==> config.mk <==
export PLATFORM = sky130hd
export DESIGN_NAME = pll_lock_ctrl
export DESIGN_NICKNAME = d
export VERILOG_FILES = /design/src/rtl/pll_ctrl_pkg.sv /design/src/rtl/sync_2ff.sv /design/src/rtl/pll_lock_ctrl.sv
export SDC_FILE = /design/constraint.sdc
export NUM_CORES = 1
export LEC_CHECK = 0
export CAP_MARGIN = 25
export CELL_PAD_IN_SITES_DETAIL_PLACEMENT = 1
export CELL_PAD_IN_SITES_GLOBAL_PLACEMENT = 1
export CORE_MARGIN = 3
export CORE_UTILIZATION = 47
export DETAILED_ROUTE_END_ITERATION = 10
export PLACE_DENSITY = 0.92
export RECOVER_POWER = 100
export SKIP_LAST_GASP = 1
export SLEW_MARGIN = 0
export SYNTH_ARGS = -nofsm -noshare
export SYNTH_HDL_FRONTEND = slang
export SYNTH_SLANG_ARGS = --single-unit
==> constraint.sdc <==
create_clock -name clkin1 -period 3.82 [get_ports clkin1]
set_input_delay 0.764 -clock clkin1 [delete_from_list [all_inputs] [get_ports clkin1]]
set_output_delay 0.764 -clock clkin1 [all_outputs]
set_load 0.005 [all_outputs]
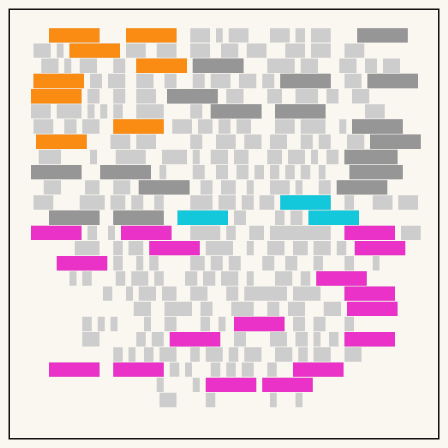
*Sequential cells grouped by signal name, run 1*
Key: `state_q` = cyan [placed flops 3]; `cyc_q` = magenta [placed flops 17]; `relock_cnt` = orange [placed flops 8, where north-west]
total area of sequential cells: 1129 um2
post-layout util: 0.5752

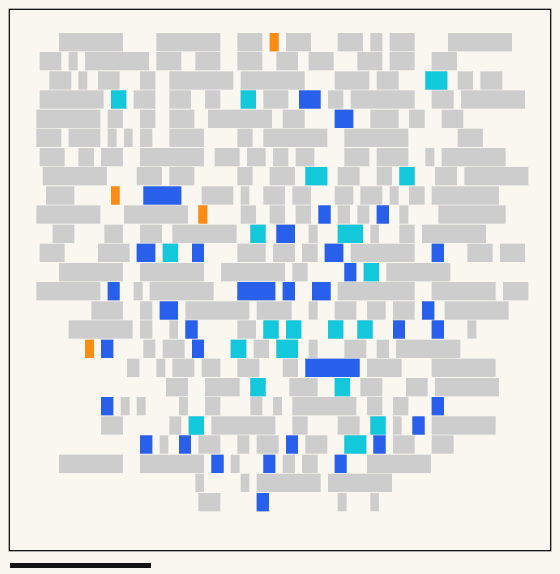
*Selected gate families, run 1*
The bar under the picture is 20 um long.
Key: inverters = orange [cells 4]; inverting AOI/OAI gates = blue [cells 34]; AND and OR gates = cyan [cells 20]
share of the final layout cell area in multi-input gates: 0.4209
Cell Count, Final, Fillers Out: 320
highest-count logic cell in the final layout: sky130_fd_sc_hd__dfrtp_1

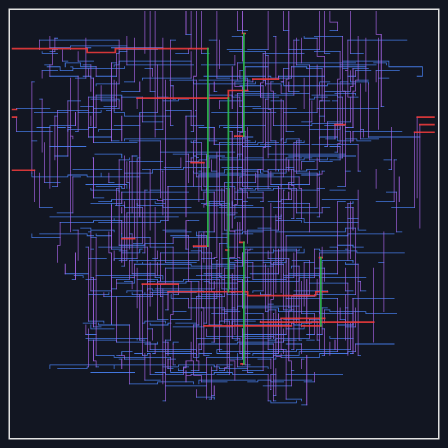
*Metal layers overlaid, run 1*
Key: met3 = red [wire length 172 um]; met4 = green [wire length 122 um]; met2 = purple [wire length 2840 um]; met1 = blue [wire length 2630 um]
global router's overall resource usage: 0.2172
average routed wire per standard cell: 18.00 um
overall routed net length: 5760 um
vias after detailed routing: 1835

==> results.rst <==
Implementation results
======================

.. list-table::
   :header-rows: 1

   * - Metric
     - Value
   * - Result of the run
     - finished with violations
   * - Failing checks
     - max-capacitance violations
   * - Most numerous logic cells after layout
     - 43 x sky130_fd_sc_hd__dfrtp_1, 23 x sky130_fd_sc_hd__dlygate4sd3_1, 18 x sky130_fd_sc_hd__xnor2_1, 17 x sky130_fd_sc_hd__nand2_1, 15 x sky130_fd_sc_hd__a21oi_1
   * - Total of flip-flops plus latches after synthesis
     - approximately 45
   * - Summed area of non-filler cells in the final layout
     - 2753 um2
   * - Clock-pin slew of the registers on the worst-case setup and hold paths
     - 0.09 ns
   * - Pleak
     - 1.212 nW
   * - Class of the tightest hold or removal check
     - flip-flop to flip-flop
   * - # resized after CTS
     - 0
   * - Critical path class
     - primary input to flip-flop
   * - Setup repair after global routing missed its margin
     - no
   * - Peak supply drop
     - 0.1542 mV
   * - Post-synthesis async set-or-reset flop share
     - 1.000
   * - Final RePlAce weighted congestion
     - 0.8631
   * - Standard cell core area
     - between 4000 and 5000 um2
   * - Slowest CP cell
     - sky130_fd_sc_hd__dlygate4sd3_1
   * - Sinks on Clock Net
     - between 40 and 50
   * - Area of placed instances
     - 2641 um2
   * - Total instance count after detailed placement
     - 312
   * - Period Utilization, post-route
     - 0.7819
   * - Worst slew slack as a fraction of its limit
     - 0.001396
   * - Req. time, crit path
     - roughly 4 ns
   * - Flip-flops with a built-in enable
     - 0
   * - Floorplan Nets
     - approximately 240
   * - Fraction of final layout cells sized beyond drive strength 1
     - 0.07115
   * - Final count of pins violating max slew
     - 0
   * - Total grt overflow
     - 0
   * - Number of top-level design ports
     - 25
   * - Arrival @ worst endpoint
     - 3.19 ns
   * - TritonCTS clock tree
     - done
   * - Reported clock group power
     - 0.371 mW
   * - Depth of the critical timing path with buffers and inverters included
     - 6
   * - Fraction of power spent switching nets
     - 0.2248
   * - Die outline height
     - between 70 and 80 um
   * - Root Buffer Master
     - sky130_fd_sc_hd__clkbuf_8
   * - Synth-to-Final Area Change
     - 17.40%
   * - Smallest hold slack
     - 0.3701 ns
   * - Post-Place Setup Slack
     - 0.6588 ns
   * - Proportion of synthesized chip area in sequential cells
     - 0.4813
   * - Switching pwr
     - about 0.20 mW
   * - Final worst path period need
     - 2.987 ns
   * - Largest register FFs
     - 17
   * - Level count of the clock H-tree
     - 2
   * - Critical path cell sequence
     - dlygate4sd3_1, nor3b_1, nand2_1, o41a_1, and2_0, a211o_1
   * - Number of global-route vias before repair
     - 1979
   * - Area share, top type
     - 0.4589
   * - Max Clock Skew
     - roughly 0.0073 ns
   * - Smallest setup slack after layout
     - roughly 0.83 ns
   * - Power density relative to cell area
     - 321.1 nW/um2
   * - Detail Route Antenna Nets
     - 0
   * - Yosys-reported design area after synthesis
     - 2345 um2
   * - Final TNS setup
     - 0 ns
   * - Total die area
     - slightly below 6000 um2
   * - Hold buffer count at cts
     - 0
   * - Initial cell density of the core
     - 0.4899
   * - # Post-CTS Setup Buffers
     - 0
   * - FP Rows
     - 25
   * - Synth area leader
     - sky130_fd_sc_hd__dfrtp_1
   * - Worst Reg2Reg Path Length in Cells
     - 6
   * - Comb power frac
     - 0.031
   * - Count of buffer and inverter cells on the critical path
     - 1
   * - Transition time at the pin with the least slew margin
     - 1.498 ns
   * - Setup violation total in the final timing report
     - 0
   * - Wire length of the first global-routing pass
     - 10120 um
   * - Count of antenna diodes in the layout
     - 0
   * - Pin count of the biggest net entering global routing
     - 28
   * - Top area cell types
     - sky130_fd_sc_hd__dfrtp_1 46%, sky130_fd_sc_hd__xnor2_1 6.7%, sky130_fd_sc_hd__nand4_1 3.5%
   * - IO Port Bufs
     - 24
   * - Detailed-route vias per instance
     - 5.734
   * - Count of synthesis-stage warnings from yosys
     - 0
   * - Summed instance area of the synthesized netlist
     - about 2300 um2
   * - Number of distinct library cells after synthesis
     - 46
   * - Register-to-register path setup slack
     - between 0.9 and 1 ns
   * - CP peak stage delay
     - between 0.6 and 0.7 ns
   * - Startpoint type of the worst setup path
     - primary input
   * - Crit-path leading delay family
     - simple AND/OR/NAND/NOR gates
   * - Critical path fanouts, max
     - 7
   * - Total combinational power
     - between 0.02 and 0.03 mW
   * - Clock latency of the later-clocked register in the worst-skew pair
     - 0.31 ns
   * - Yosys cell count
     - ~230
   * - Commonest flop
     - sky130_fd_sc_hd__dfrtp_1
   * - Number of nets in the finished design
     - 262
   * - P_int
     - 0.6852 mW
   * - Nature of the critical path endpoint
     - flip-flop
   * - Clock network fraction of design power
     - 0.420
   * - Max capacitance violation total
     - 1
   * - Inserted Clock Buffers
     - 5
   * - Mean area per synthesized cell
     - 10.33 um2
   * - Detailed Place HPWL
     - 3995 um
   * - Overall die width
     - 76.63 um
   * - Sequential Power
     - a little under 0.5 mW
   * - Cells on Worst Hold Path
     - 0
   * - Hold Vio Cnt, Final
     - 0
   * - Warning total across the stage logs
     - 27
   * - Post-Synthesis Cells
     - approximately 230
   * - Drt pass-1 iters
     - 4
   * - Number of buffers on the longest clock path
     - 2
   * - Cell types with the highest counts after synthesis
     - 43 x sky130_fd_sc_hd__dfrtp_1, 18 x sky130_fd_sc_hd__xnor2_1, 17 x sky130_fd_sc_hd__nand2_1
   * - Cell with the most instances after synthesis
     - sky130_fd_sc_hd__dfrtp_1
   * - Total power of the final layout
     - roughly 0.88 mW
   * - First DRT Iteration DRCs
     - 142
   * - Max power group
     - sequential cells
   * - Sequential power share
     - 0.549
   * - Fmax achieved
     - 334.8 MHz
   * - Final routed DRC violation total
     - 0
   * - Initial antenna violation count
     - 0
## run 1: cell type report
type                            count  area (um2)
Sequential cell                    45        1129
Fill cell                         541        2033
Inverter                            4       15.01
Tap cell                           67       83.83
Multi-Input combinational cell    170        1159
Timing Repair Buffer               26       251.5
Clock buffer                        5       68.82
Clock inverter                      3       46.29
## run 1: routing by layer
layer	GRT usage	vias up	wire [um]
li1	-	869	-
met4	0.08514	0	122
met2	0.3550	34	2838
met5	0	-	0
met3	0.04255	11	171
met1	0.2841	921	2627
## run 1: kinds of logic after synthesis
family | share of synthesized area
AND-OR/OR-AND | 0.1195
XOR/XNOR | 0.1009
adder cells (fa/ha/maj) | 0.02668
buffers and inverters | 0.02454
flip-flops | 0.4813
multiplexers | 0.009604
AND/OR/NAND/NOR | 0.2375
Power and IR drop assume default switching activity.
